==> src/rtl/avm_sram_pkg.sv <==
`default_nettype none
// ============================================================================
// Module      : avm_sram_pkg
// Description : Shared widths, command record and FSM states for the
//               Avalon-MM to SRAM-controller command bridge.
// Revision    : 1.0 - initial release
// ============================================================================
package avm_sram_pkg;

    localparam int AVM_AW  = 19;
    localparam int AVM_DW  = 32;
    localparam int AVM_BEW = AVM_DW / 8;

    typedef struct packed {
        logic               is_wr;
        logic [AVM_AW-1:0]  addr;
        logic [AVM_BEW-1:0] be;
        logic [AVM_DW-1:0]  wdata;
    } avm_cmd_t;

    typedef enum logic [1:0] {
        IDLE  = 2'd0,
        ISSUE = 2'd1,
        GAP   = 2'd2
    } bridge_state_t;

    function automatic logic is_misaligned(input logic [AVM_AW-1:0] addr);
        return (addr[1:0] != 2'b00);
    endfunction

endpackage
`default_nettype wire

==> src/rtl/avm_sram_bridge_fifo.sv <==
`default_nettype none
// ============================================================================
// Module      : avm_sram_bridge_fifo
// Description : Synchronous command FIFO with registered occupancy count,
//               full/empty flags and same-cycle push/pop.
// Revision    : 1.0 - initial release
// ============================================================================
module avm_sram_bridge_fifo #(
    parameter int DEPTH = 4,
    parameter int WIDTH = 8
) (
    input  logic             clk,
    input  logic             reset_n,
    input  logic             push,
    input  logic [WIDTH-1:0] push_data,
    input  logic             pop,
    output logic [WIDTH-1:0] pop_data,
    output logic             full,
    output logic             empty
);

    localparam int c_PTR_W = (DEPTH > 1) ? $clog2(DEPTH) : 1;
    localparam logic [c_PTR_W:0] c_FULL = DEPTH[c_PTR_W:0];

    logic [WIDTH-1:0]   r_mem [DEPTH];
    logic [c_PTR_W-1:0] r_wr_ptr;
    logic [c_PTR_W-1:0] r_rd_ptr;
    logic [c_PTR_W:0]   r_count;
    logic               w_push_ok;
    logic               w_pop_ok;

    // Flags come straight from the registered count, so full never depends
    // on the same-cycle pop.
    assign full      = (r_count == c_FULL);
    assign empty     = (r_count == '0);
    assign w_push_ok = push & ~full;
    assign w_pop_ok  = pop & ~empty;
    assign pop_data  = r_mem[r_rd_ptr];

    always_ff @(posedge clk or negedge reset_n) begin
        if (!reset_n) begin
            r_wr_ptr <= '0;
            r_rd_ptr <= '0;
            r_count  <= '0;
        end else begin
            if (w_push_ok) begin
                r_wr_ptr <= r_wr_ptr + 1'b1;
            end
            if (w_pop_ok) begin
                r_rd_ptr <= r_rd_ptr + 1'b1;
            end
            case ({w_push_ok, w_pop_ok})
                2'b10:   r_count <= r_count + 1'b1;
                2'b01:   r_count <= r_count - 1'b1;
                default: r_count <= r_count;
            endcase
        end
    end

    always_ff @(posedge clk) begin
        if (w_push_ok) begin
            r_mem[r_wr_ptr] <= push_data;
        end
    end

endmodule
`default_nettype wire

==> src/rtl/avm_sram_cmd_bridge.sv <==
`default_nettype none
// ============================================================================
// Module      : avm_sram_cmd_bridge
// Description : Queues Avalon-MM requests and replays them to the SRAM
//               controller with a fixed issue gap; returns read data in
//               order. Optional alignment check: AVM_SRAM_BRIDGE_ALIGN_CHK_EN.
// Revision    : 1.0 - initial release
// ============================================================================
module avm_sram_cmd_bridge
    import avm_sram_pkg::*;
#(
    parameter int FIFO_DEPTH   = 4,
    parameter int ISSUE_GAP    = 2,
    parameter int READ_LATENCY = 3
) (
    input  logic               clk,
    input  logic               reset_n,
    input  logic [AVM_AW-1:0]  s_address,
    input  logic [AVM_BEW-1:0] s_byteenable,
    input  logic               s_read,
    input  logic               s_write,
    input  logic [AVM_DW-1:0]  s_writedata,
    output logic               s_waitrequest,
    output logic [AVM_DW-1:0]  s_readdata,
    output logic               s_readdatavalid,
    output logic [AVM_AW-1:0]  m_address,
    output logic [AVM_BEW-1:0] m_byteenable,
    output logic               m_read,
    output logic               m_write,
    output logic [AVM_DW-1:0]  m_writedata,
    input  logic [AVM_DW-1:0]  m_readdata
`ifdef AVM_SRAM_BRIDGE_ALIGN_CHK_EN
    ,
    output logic               err
`endif
);

    localparam int c_CMD_W = $bits(avm_cmd_t);
    localparam int c_GAP_W = (ISSUE_GAP > 1) ? $clog2(ISSUE_GAP) : 1;
    localparam logic [c_GAP_W-1:0] c_GAP_LOAD =
        (ISSUE_GAP > 0) ? c_GAP_W'(ISSUE_GAP - 1) : '0;

    logic                    w_full;
    logic                    w_empty;
    logic                    w_accept;
    logic                    w_pop;
    logic                    w_pop_drop;
    logic                    w_gap_done;
    logic                    w_rd_issue;
    logic                    w_ret_zero;
    logic [c_CMD_W-1:0]      w_pop_data;
    avm_cmd_t                w_push_cmd;
    avm_cmd_t                w_pop_cmd;
    bridge_state_t           r_state;
    bridge_state_t           w_state_nxt;
    logic [c_GAP_W-1:0]      r_gap_cnt;
    logic [READ_LATENCY-1:0] r_rd_pipe;

    assign s_waitrequest = w_full;
    assign w_accept      = (s_read | s_write) & ~w_full;
    assign w_pop_cmd     = avm_cmd_t'(w_pop_data);

    // A simultaneous read+write is taken as the write.
    always_comb begin
        w_push_cmd.is_wr = s_write;
        w_push_cmd.addr  = s_address;
        w_push_cmd.be    = s_byteenable;
        w_push_cmd.wdata = s_writedata;
`ifdef AVM_SRAM_BRIDGE_ALIGN_CHK_EN
        w_push_cmd.addr  = s_address;
`else
        w_push_cmd.addr[1:0] = 2'b00;
`endif
    end

    avm_sram_bridge_fifo #(
        .DEPTH (FIFO_DEPTH),
        .WIDTH (c_CMD_W)
    ) u_fifo (
        .clk       (clk),
        .reset_n   (reset_n),
        .push      (w_accept),
        .push_data (w_push_cmd),
        .pop       (w_pop),
        .pop_data  (w_pop_data),
        .full      (w_full),
        .empty     (w_empty)
    );

    // A zero gap lets ISSUE chain straight into the next command.
    assign w_gap_done = ((r_state == ISSUE) && (ISSUE_GAP == 0)) ||
                        ((r_state == GAP) && (r_gap_cnt == '0));

    always_comb begin
        w_state_nxt = r_state;
        w_pop       = 1'b0;
        case (r_state)
            IDLE: begin
                if (!w_empty) begin
                    w_pop       = 1'b1;
                    w_state_nxt = ISSUE;
                end
            end
            ISSUE, GAP: begin
                if (w_gap_done) begin
                    if (!w_empty) begin
                        w_pop       = 1'b1;
                        w_state_nxt = ISSUE;
                    end else begin
                        w_state_nxt = IDLE;
                    end
                end else begin
                    w_state_nxt = GAP;
                end
            end
            default: w_state_nxt = IDLE;
        endcase
    end

    always_ff @(posedge clk or negedge reset_n) begin
        if (!reset_n) begin
            r_state   <= IDLE;
            r_gap_cnt <= '0;
        end else begin
            r_state <= w_state_nxt;
            if (r_state == ISSUE) begin
                r_gap_cnt <= c_GAP_LOAD;
            end else if ((r_state == GAP) && (r_gap_cnt != '0)) begin
                r_gap_cnt <= r_gap_cnt - 1'b1;
            end
        end
    end

    // Controller-side outputs are loaded on pop, so they are non-zero only
    // during the ISSUE cycle that follows.
    always_ff @(posedge clk or negedge reset_n) begin
        if (!reset_n) begin
            m_read       <= 1'b0;
            m_write      <= 1'b0;
            m_address    <= '0;
            m_byteenable <= '0;
            m_writedata  <= '0;
        end else if (w_pop && !w_pop_drop) begin
            m_read       <= ~w_pop_cmd.is_wr;
            m_write      <= w_pop_cmd.is_wr;
            m_address    <= w_pop_cmd.addr;
            m_byteenable <= w_pop_cmd.be;
            m_writedata  <= w_pop_cmd.is_wr ? w_pop_cmd.wdata : '0;
        end else begin
            m_read       <= 1'b0;
            m_write      <= 1'b0;
            m_address    <= '0;
            m_byteenable <= '0;
            m_writedata  <= '0;
        end
    end

`ifdef AVM_SRAM_BRIDGE_ALIGN_CHK_EN
    logic                    r_drop_rd;
    logic [READ_LATENCY-1:0] r_rd_zero;

    assign w_pop_drop = is_misaligned(w_pop_cmd.addr);
    assign w_rd_issue = m_read | r_drop_rd;
    assign w_ret_zero = r_rd_zero[READ_LATENCY-1];

    // Dropped reads still occupy a slot in the return pipe to keep ordering.
    always_ff @(posedge clk or negedge reset_n) begin
        if (!reset_n) begin
            r_drop_rd <= 1'b0;
            r_rd_zero <= '0;
            err       <= 1'b0;
        end else begin
            r_drop_rd    <= w_pop & w_pop_drop & ~w_pop_cmd.is_wr;
            r_rd_zero[0] <= r_drop_rd;
            for (int i = 1; i < READ_LATENCY; i++) begin
                r_rd_zero[i] <= r_rd_zero[i-1];
            end
            if (w_accept && is_misaligned(s_address)) begin
                err <= 1'b1;
            end
        end
    end
`else
    assign w_pop_drop = 1'b0;
    assign w_rd_issue = m_read;
    assign w_ret_zero = 1'b0;
`endif

    always_ff @(posedge clk or negedge reset_n) begin
        if (!reset_n) begin
            r_rd_pipe       <= '0;
            s_readdatavalid <= 1'b0;
            s_readdata      <= '0;
        end else begin
            r_rd_pipe[0] <= w_rd_issue;
            for (int i = 1; i < READ_LATENCY; i++) begin
                r_rd_pipe[i] <= r_rd_pipe[i-1];
            end
            s_readdatavalid <= r_rd_pipe[READ_LATENCY-1];
            if (r_rd_pipe[READ_LATENCY-1]) begin
                s_readdata <= w_ret_zero ? '0 : m_readdata;
            end
        end
    end

endmodule
`default_nettype wire

==> config.mk <==
export PLATFORM = sky130hd
export DESIGN_NAME = avm_sram_cmd_bridge
export DESIGN_NICKNAME = d
export VERILOG_FILES = /design/src/rtl/avm_sram_pkg.sv /design/src/rtl/avm_sram_bridge_fifo.sv /design/src/rtl/avm_sram_cmd_bridge.sv
export SDC_FILE = /design/constraint.sdc
export NUM_CORES = 1
export LEC_CHECK = 0
export CORE_MARGIN = 2
export CORE_UTILIZATION = 57
export CTS_BUF_LIST = sky130_fd_sc_hd__clkbuf_4 sky130_fd_sc_hd__clkbuf_8 sky130_fd_sc_hd__clkbuf_16
export CTS_CLUSTER_SIZE = 30
export DETAILED_ROUTE_END_ITERATION = 6
export PLACE_DENSITY = 0.84
export SLEW_MARGIN = 25
export SYNTH_ARGS = -nofsm -noshare
export SYNTH_HDL_FRONTEND = slang
export SYNTH_SLANG_ARGS = --single-unit
==> constraint.sdc <==
create_clock -name clk -period 4.9 [get_ports clk]
set_clock_uncertainty 0.1 [all_clocks]
set_input_delay 0.49 -clock clk [delete_from_list [all_inputs] [get_ports clk]]
set_output_delay 0.49 -clock clk [all_outputs]
set_load 0.03 [all_outputs]
==> reports/results.tsv <==
metric	value	unit
vias	5507	
min_path_type	flip-flop to flip-flop	
critical-path-max-stage-delay	440	ps
die_w	146	um
reg2reg_from	r_state[0]$_DFFE_PN0P_	
grt_pass1_vias	6131	
yosysChipArea	0.0116	mm^2
critPathLaunch	r_state[0]$_DFFE_PN0P_	
path_cells	inv_1 -> ha_1 -> and3b_1 -> o211ai_2 -> inv_1 -> ha_1 -> fa_1 -> xnor2_1 -> nor2_1 -> xor2_1	
firstDrtPassIters	4	
tns	0	ps
maxCapViolations	0	
cp.required	5250	ps
drv_slew	0	
gp_congestion	0.820	
synth_flops	317	
status	finished, final reports clean	
io_pins	182	
yosys.stat.seqShare	0.780	
antenna_found_initial	1	
worst_pin_slew	813	ps
register_area	0.00902	mm^2
worst register-to-register path: stages (launching register included):
cell and delay [ps]:
dfrtp_1 410, inv_1 100, ha_1 310, and3b_1 250, o211ai_2 170, inv_1 60
ha_1 240, fa_1 440, xnor2_1 140, nor2_1 150, xor2_1 200
metal layers:
metal  global-route usage  wire, um  vias to the layer above
met5                    0        11                        -
met4               0.0587       436                        2
met3               0.0453      1340                       43
met2                0.362     11300                      191
met1                0.265      8620                     2847
li1                     -         -                     2424
where the power goes:
group | internal [W] | leakage (nW) | switching (W)
Clock | 0.00141 | 0.523 | 0.000907
Sequential | 0.00385 | 3.28 | 0.000358
Combinational | 0.00158 | 1.54 | 0.00185
Total | 0.00683 | 5.34 | 0.00311
sequential cells by signal (all words and copies together) (netlist names):
name,count
m_byteenable,4
u_fifo.r_rd_ptr,2
m_address,17
s_readdata,32
m_write,1
u_fifo.r_mem,216
r_gap_cnt,1
u_fifo.r_wr_ptr,2
m_read,1
u_fifo.r_count,3
r_rd_pipe,3
m_writedata,32
r_state,2
s_readdatavalid,1
final cells by class:
class | instances | share of cell area
clock inverter | 3 | 0.00274
sequential | 317 | 0.617
inverter | 9 | 0.00231
timing repair buffer | 188 | 0.128
clock buffer | 53 | 0.0673
tap | 270 | 0.0231
multi-input combinational | 180 | 0.160
logic make-up after synthesis:
kind of cell | count (synthesis) | share of synthesized area
flops | 317 | 0.780
mux | 88 | 0.138
simple gates | 68 | 0.0408
buf+inv | 32 | 0.0186
fa+ha+maj | 10 | 0.0115
compound gates | 6 | 0.00606
xor+xnor | 6 | 0.00455
other cells | 1 | 0.000324
placed cells by master (no fill, tap or decap), drive strengths merged:
master           n
clkbuf          53
bufinv           1
nand3            1
conb             2
and2             4
clkdlybuf4s50  176
nor2b           54
dlygate4sd3      1
ha               9
o2111ai          2
and3b            1
mux2            34
mux4            54
edfxtp         216
nand2            1
inv              9
a21o             1
a31oi            1
xor2             1
nor2             4
nor3b            1
dfrtp          101
nor3             1
clkinv           2
or3              1
xnor2            5
buf             11
a221oi           1
o211ai           1
fa               1
path summary, 6_finish.rpt:
kind                                                 end  slack, ps  cells after the start
setup reg to reg           u_fifo.r_count[2]$_DFFE_PN0P_       2250                     10
min in group asynchronous     s_readdata[25]$_DFFE_PN0P_        350                      2
hold reg to reg                   r_rd_pipe[2]$_DFF_PN0_        260                      0
hold / removal                    r_rd_pipe[2]$_DFF_PN0_        260                      0
max in group asynchronous              m_write$_DFF_PN0_       3490                      3
setup / recovery           u_fifo.r_count[2]$_DFFE_PN0P_       2250                     10
stage by stage:
stage                     cells  power, W
after floorplan             529   0.00651
after global placement      962   0.00756
after detailed placement    962   0.00772
after CTS                  1018    0.0101
after global routing       1020    0.0104
final                      1020   0.00994
cells in the mapped netlist (2+ instances only):
library cell    n
and2_1          4
buf_2           7
buf_4           3
buf_6          10
clkbuf_1        3
dfrtp_1       101
edfxtp_1      216
ha_1            9
inv_1           9
mux2_1          2
mux2_2         32
mux4_2         54
nor2_1          4
nor2b_1        47
nor2b_4         7
xnor2_1         5
repair_timing:
item	CTS	global route
resized	0	0
endpoints found under the setup margin	0	0
hold buffers	0	1
hold endpoints to repair	0	30
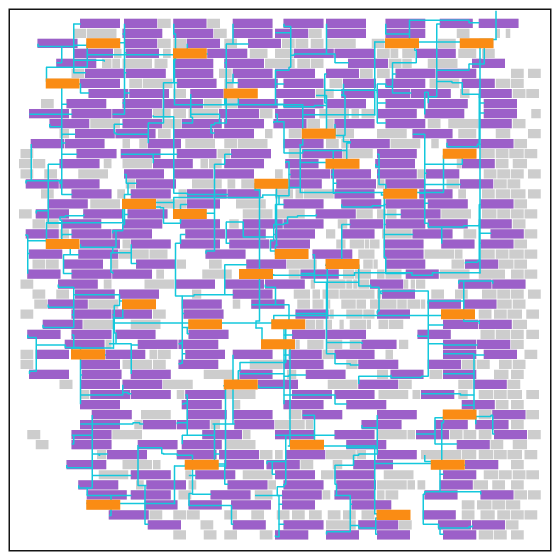
clk_routes.png
[clock wires] cyan | length: 3,200 um
[flip-flops] purple | count: 317
[clock drivers] orange | count: 30
routed clock nets: 31

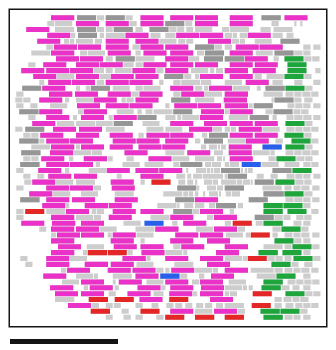
flops_by_reg.png
Scale bar: 50 um. Other sequential cells in the stronger grey, the rest of the logic in the fainter grey.
| netlist name | colour | sequential cells |
|---|---|---|
| s_readdata | green | 32 |
| m_address | red | 17 |
| m_byteenable | blue | 4 |
| u_fifo.r_mem | magenta | 216 |
not coloured: 48

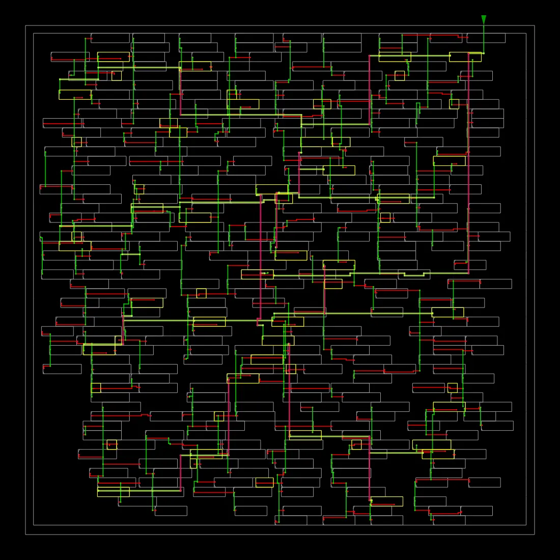
clocks.png
Clk. pwr: 0.00231 W
seq_cells: 317
Clock Buffer Count: 53
clock sinks: 317
cts bufs inserted: 30

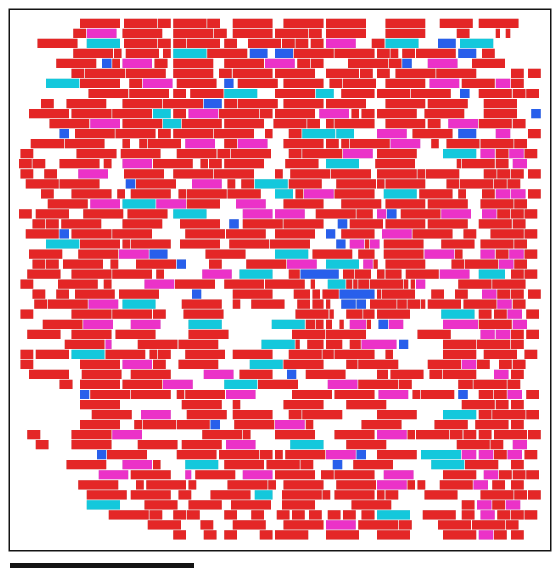
sizes.png
Scale bar: 50 um.
| size | colour | cells | most used |
|---|---|---|---|
| _3 and _4 cells | blue | 35 | clkbuf_4 |
| _6 and larger | cyan | 40 | clkbuf_16 |
| _0 and _1 cells | red | 580 | edfxtp_1 |
| _2 cells | magenta | 95 | mux4_2 |

No activity file was given, so power comes from the tool's default toggle rates.
